Figure 1. Signal wires on met1.
The bar under the picture is 100 µm long.
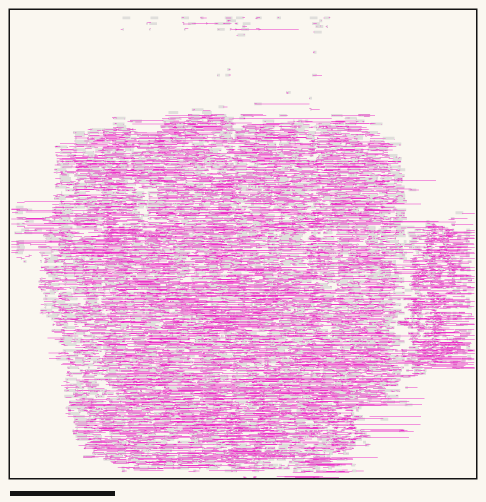
Figure 2. M2 wires.
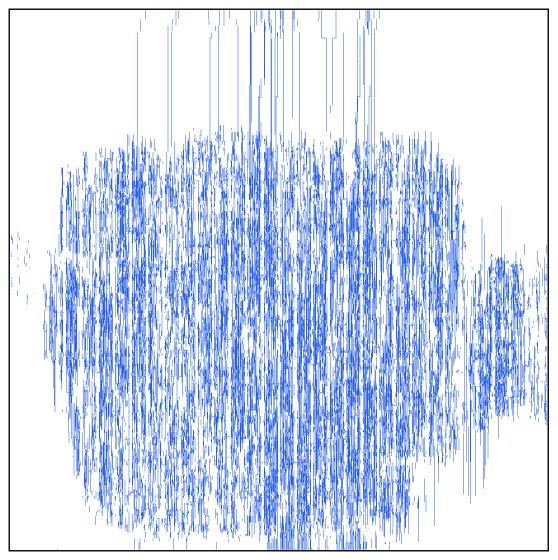
Figure 3. M3 wires.
The bar under the picture is 100 µm long.
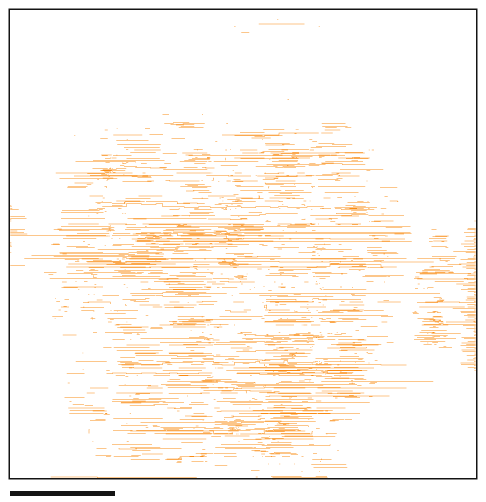
`src/rtl/w_stage_grf_pkg.sv`:
```
// Shared encodings and types for the writeback stage.
// Holds the opcode/funct values and the load-extension selector.
package w_stage_grf_pkg;

   localparam logic [5:0] OP_RTYPE = 6'h00;
   localparam logic [5:0] OP_JAL   = 6'h03;
   localparam logic [5:0] OP_ORI   = 6'h0d;
   localparam logic [5:0] OP_LUI   = 6'h0f;
   localparam logic [5:0] OP_LB    = 6'h20;
   localparam logic [5:0] OP_LH    = 6'h21;
   localparam logic [5:0] OP_LW    = 6'h23;
   localparam logic [5:0] OP_LBU   = 6'h24;
   localparam logic [5:0] OP_LHU   = 6'h25;

   localparam logic [5:0] FN_JALR  = 6'h09;
   localparam logic [5:0] FN_ADDU  = 6'h21;
   localparam logic [5:0] FN_SUBU  = 6'h23;

   typedef enum logic [2:0] {
      LD_W,
      LD_B,
      LD_BU,
      LD_H,
      LD_HU
   } ld_type_e;

   typedef enum logic [1:0] {
      SRC_ALU,
      SRC_DM,
      SRC_LINK
   } wb_src_e;

   function automatic ld_type_e ld_type_of(input logic [5:0] op);
      case (op)
         OP_LB:   return LD_B;
         OP_LBU:  return LD_BU;
         OP_LH:   return LD_H;
         OP_LHU:  return LD_HU;
         default: return LD_W;
      endcase
   endfunction

endpackage

```
`src/rtl/w_load_ext.sv`:
```
// Little-endian load extraction and sign/zero extension.
// Misaligned low offset bits are simply ignored for word/half.
module w_load_ext
   import w_stage_grf_pkg::*;
(
   input  logic [31:0] dm_w,
   input  logic [1:0]  off,
   input  ld_type_e    ld_type,
   output logic [31:0] data
);

   logic [7:0]  b;
   logic [15:0] h;

   always_comb begin
      b = dm_w[{off, 3'b000} +: 8];
      h = off[1] ? dm_w[31:16] : dm_w[15:0];
      case (ld_type)
         LD_B:    data = {{24{b[7]}}, b};
         LD_BU:   data = {24'd0, b};
         LD_H:    data = {{16{h[15]}}, h};
         LD_HU:   data = {16'd0, h};
         default: data = dm_w;
      endcase
   end

endmodule

```
`src/rtl/w_stage_grf.sv`:
```
// Writeback stage: decode, write-data select, 32x32 register file.
// Two combinational read ports see this cycle's write via bypass.
module w_stage_grf
   import w_stage_grf_pkg::*;
#(
   parameter int LINK_OFFSET = 8,
   parameter bit BYPASS_EN   = 1'b1
)(
   input  logic        clk,
   input  logic        reset,
   input  logic [31:0] instr_w,
   input  logic [31:0] pc_w,
   input  logic [31:0] alu_w,
   input  logic [31:0] dm_w,
   input  logic [4:0]  ra1,
   input  logic [4:0]  ra2,
   output logic [31:0] rd1,
   output logic [31:0] rd2,
   output logic        wb_we,
   output logic [4:0]  wb_addr,
   output logic [31:0] wb_data
);

   logic [5:0]  op;
   logic [5:0]  fn;
   logic [4:0]  rt;
   logic [4:0]  rd;
   logic        is_r;
   logic        is_load;
   logic        dec_we;
   logic [4:0]  dst;
   wb_src_e     src;
   logic [31:0] ld_data;
   logic [31:0] link;
   logic [31:0] wr_data;
   logic        unused_instr;
   logic [31:0] regs [32];

   assign op      = instr_w[31:26];
   assign rt      = instr_w[20:16];
   assign rd      = instr_w[15:11];
   assign fn      = instr_w[5:0];
   assign is_r    = (op == OP_RTYPE);
   assign is_load = op inside {OP_LW, OP_LB, OP_LBU, OP_LH, OP_LHU};
   assign link    = pc_w + 32'(LINK_OFFSET);
   assign unused_instr = ^{instr_w[25:21], instr_w[10:6]};

   always_comb begin
      dec_we = 1'b0;
      dst    = rt;
      src    = SRC_ALU;
      unique case (1'b1)
         is_r && (fn == FN_ADDU || fn == FN_SUBU): begin
            dec_we = 1'b1;
            dst    = rd;
         end
         is_r && (fn == FN_JALR): begin
            dec_we = 1'b1;
            dst    = rd;
            src    = SRC_LINK;
         end
         (op == OP_ORI) || (op == OP_LUI): begin
            dec_we = 1'b1;
         end
         is_load: begin
            dec_we = 1'b1;
            src    = SRC_DM;
         end
         (op == OP_JAL): begin
            dec_we = 1'b1;
            dst    = 5'd31;
            src    = SRC_LINK;
         end
         default: ;
      endcase
   end

   w_load_ext u_ld (
      .dm_w    (dm_w),
      .off     (alu_w[1:0]),
      .ld_type (ld_type_of(op)),
      .data    (ld_data)
   );

   always_comb begin
      case (src)
         SRC_DM:   wr_data = ld_data;
         SRC_LINK: wr_data = link;
         default:  wr_data = alu_w;
      endcase
   end

   // Writes to $0 are squashed here so consumers never see them.
   assign wb_we   = dec_we && (dst != 5'd0);
   assign wb_addr = wb_we ? dst : 5'd0;
   assign wb_data = wb_we ? wr_data : 32'd0;

   always_ff @(posedge clk) begin
      if (reset) begin
         for (int i = 0; i < 32; i++) regs[i] <= 32'd0;
      end else if (wb_we) begin
         regs[wb_addr] <= wb_data;
      end
   end

   assign rd1 = (ra1 == 5'd0) ? 32'd0
              : (BYPASS_EN && wb_we && ra1 == wb_addr) ? wb_data
              : regs[ra1];
   assign rd2 = (ra2 == 5'd0) ? 32'd0
              : (BYPASS_EN && wb_we && ra2 == wb_addr) ? wb_data
              : regs[ra2];

endmodule

```
`config.mk`:
```
export PLATFORM = sky130hd
export DESIGN_NAME = w_stage_grf
export DESIGN_NICKNAME = d
export VERILOG_FILES = /design/src/rtl/w_stage_grf_pkg.sv /design/src/rtl/w_load_ext.sv /design/src/rtl/w_stage_grf.sv
export SDC_FILE = /design/constraint.sdc
export NUM_CORES = 2
export LEC_CHECK = 0
export CAP_MARGIN = 20
export CORE_AREA = 4 4 438 440
export DETAILED_ROUTE_END_ITERATION = 10
export DIE_AREA = 0 0 442 444
export PLACE_DENSITY = 0.55
export SLEW_MARGIN = 20
export SYNTH_ARGS = -nofsm -noshare
export SYNTH_HDL_FRONTEND = slang
export SYNTH_HIERARCHICAL = 1
export SYNTH_SLANG_ARGS = --single-unit
```
`constraint.sdc`:
```
create_clock -name clk -period 4.7 [get_ports clk]
set_input_delay 0.705 -clock clk [delete_from_list [all_inputs] [get_ports clk]]
set_output_delay 0.705 -clock clk [all_outputs]
set_load 0.03 [all_outputs]
```
==> job_summary.md <==
## PnR job results

| Metric | Value |
|---|---|
| CP startpoint kind | `input port` |
| Flops | `1024` |
| Flop share of the area | `0.437` |
| Grt total ovfl | `0` |
| I/O pin count | `242` |
| Sequential standard cell area | `around 31000 µm²` |
| Unique masters post-synth | `about 88` |
| All-layer global routing usage | `0.230` |
| Avg Cell Area, Syn | `between 10 and 15 µm²` |
| # diodes | `0` |
| Design area | `approximately 70000 µm²` |
| ANT nets after route | `0` |
| Ys cells | `about 3900` |
| Max_cap viols | `0` |
| Cells along the critical path | `clkdlybuf4s50_1 > buf_6 > buf_4 > and3b_2 > buf_6 > a21o_1 > or3_1 > a32oi_4 > buf_12 > buf_4 > buf_4 > a41oi_1 > a211oi_2 > buf_4 > buf_12` |
| Number of clock buffers in the layout | `145` |
| Htree depth | `3` |
| Mi-comb count | `2379` |
| Clock root buffer | `clkbuf_16` |
| Final core occ | `0.375` |
| CTS Buf Count | `approximately 110` |
| Leakage Power | `roughly 23 nW` |
| Fin nets | `roughly 4500` |
| Hold buffers post-CTS | `0` |
| I/O Buffers | `~230` |
| Max clock buf depth | `3` |
| Via density | `about 5.9` |
| Cells on Worst Hold Path | `1` |
| Chip area | `196000 µm²` |
| Unrepaired setup endpoints after global routing | `true` |
| Worst setup EP type | `output pin` |
| Combinational gate area | `around 24000 µm²` |
| Main synth FF type | `edfxtp_1` |
| Synthesized registers | `just over 1000` |
| Worst-path clk slew | `0.06 ns` |
| Top-count cell post-synth | `nor2_1` |
| Initial antenna violation count | `2` |
| FP Util | `0.299` |
| Area post-placement | `65900 µm²` |
| Die Span Y | `between 400 and 500 µm` |
| Final setup fails | `0` |
| Critical Path Stages | `15` |
| Site Rows | `159` |
| CP bufs+invs | `9` |
| Largest register FFs | `slightly above 1000` |
| First-pass GRT wire length | `~320000 µm` |
| Final Max Slew Viols | `0` |
| Setup TNS Final | `0 ns` |
| Rel. slew slack | `0.357` |
| Logic share of the area | `0.345` |
| Largest Register | `regs` |
| Die W | `roughly 440 µm` |
| Crit path DAT | `3.97 ns` |
| Area Growth Syn to Fin | `25.2%` |
| Fraction of cell area in non-clock buffers | `0.121` |
| Top cells by count | `nor2_1, edfxtp_1, mux4_2` |
| Min Tclk post-route | `between 4 and 5 ns` |
| Largest area contributor in the netlist | `edfxtp_1` |
| Largest net degree at the start of global routing | `about 48` |
| Clk cell area share | `0.0493` |
| Largest cell class by area | `sequential cells` |
| Layout cells sized above 1 | `0.383` |
| Worst min path class | `input port to flip-flop` |
| Vias in the first global route | `slightly above 40000` |
| Synthesized instance count | `~3900` |
| Ys Warns | `6` |
| # fillers | `between 15000 and 20000` |
| Synth Cell Area | `between 50000 and 60000 µm²` |
| Top area contributor share | `0.548` |
| Worst Min Path Start | `reset` |
| F_max | `0.214 GHz` |
| Detail Placement HPWL | `between 150000 and 200000 µm` |
| Top area cell types | `edfxtp_1, mux4_2, nor2_1` |
| Setup CP Type | `input port to output pin` |
| Seq/Total Area, Yosys | `0.548` |
| Number of non-clock inverters in the layout | `between 50 and 60` |
| TritonCTS clock tree | `built` |
| Min Hold Slack | `a little under 0.6 ns` |
| Final hold vios | `0` |
| Core box area | `between 150000 and 200000 µm²` |
| GPL Wtd Cong | `around 0.90` |
| DRC Markers | `0` |
| 1st-pass router iterations | `9` |
| Fin crit share | `0.995` |
| PD cells | `336 nW/µm²` |
| Flip-flops with a built-in enable | `1024` |
| Peak supply drop | `about 0.33 mV` |
| Delay-heaviest family, CP | `buffers and inverters` |
| Largest registers | `regs (1024)` |
| Slew @ Worst Pin | `around 0.96 ns` |
| Initial detailed-routing violation count | `~5600` |
| Crit-path max cell delay | `around 0.42 ns` |
| Tapcells inserted | `about 2500` |
| Async S/R FF share, synth | `0` |
| CP Max Fanout | `10` |
| Outcome | `finished, final reports clean` |
| CTS sink count | `1024` |
| CP most frequent cell | `buf_4` |
| Yosys synthesis chip area | `56200 µm²` |
| Overall power | `23.6 mW` |
| Hold EP | `regs[0][2]` |
| CP required | `3.99 ns` |
| Log Warnings | `roughly 40` |
| Per-cell routed wire length | `approximately 34 µm` |
| Nonclk buf count | `~760` |
| Slowest CP cell | `clkdlybuf4s50_1` |
## Picture notes: Figure 1
The longest straight run is 94.8 µm. The wires run mostly horizontal. 4287 nets have wire on it.
final wirelength: 232000 µm
Via Count: 40800
Global Route met1 Usage: 0.294

## Picture notes: Figure 2
4002 nets have wire on it. The layer carries 107 mm of wire. The longest straight run is 164 µm.
met2 Use GR: 0.361

## Picture notes: Figure 3
The layer holds 11% of the routed length. The wires run mostly horizontal. The longest straight run is 266 µm.
GR Layer Usage met3: 0.0599

cells by family (layout without fill, tap and decap cells):
logic type,Yosys count,after routing,synth area share
buf+inv,491,1013,0.0378
flops,1024,1024,0.548
compound gates,325,326,0.0493
fa+ha+maj,3,3,0.000669
other cells,1,32,0.0000668
simple gates,1323,1323,0.0970
xor+xnor,16,16,0.00276
mux,679,679,0.265
where the power goes:
part           switching [mW]  internal (mW)  total [mW]  leakage [nW]
clock                    3.72           4.83        8.55          1.68
combinational            2.28           2.07        4.35          11.6
sequential              0.225           10.5        10.7          9.73
what timing repair did:
item	CTS	global route
setup buffers	21	6
gates cloned	4	0
gates resized	117	25
setup endpoints to repair	82	66
pin swaps	26	13
through the flow:
stage / worst slack (ns) / instances
after floorplan: 0.321 / 3893
after global placement: -0.724 / 6683
after detailed placement: -0.690 / 6683
after CTS: -0.000979 / 6906
after global routing: -0.00771 / 6911
final: 0.0221 / 6911
worst max path at each step:
stage | end | slack [ns] | from
floorplan | rd2[7] | 0.32 | instr_w[29]
global placement | rd2[17] | -0.72 | instr_w[28]
detailed placement | rd2[17] | -0.69 | instr_w[28]
CTS | rd2[17] | -0.001 | instr_w[26]
global route | rd2[30] | -0.008 | instr_w[27]
finish | rd2[4] | 0.02 | instr_w[26]
layout by cell type, fill, tap and decap left out, drive strengths merged, types with 13 or more instances in the layout:
cell	count
a21oi	32
a221o	19
a21o	22
clkinv	47
nand3	17
nor3	16
mux4	641
conb	32
o21ai	37
a211oi	64
buf	635
nor2	1106
clkbuf	145
or2	13
mux2	33
a41oi	64
edfxtp	1024
nand2	71
inv	51
nand2b	39
clkdlybuf4s50	119
layer usage:
metal	track usage	up-vias	wire length (µm)
li1	-	16000	-
met1	0.294	21400	85000
met2	0.361	2844	107000
met3	0.0599	597	26200
met4	0.119	2	13700
met5	0	-	13
Power figures rest on the tool's default switching activity, not on a simulated workload.
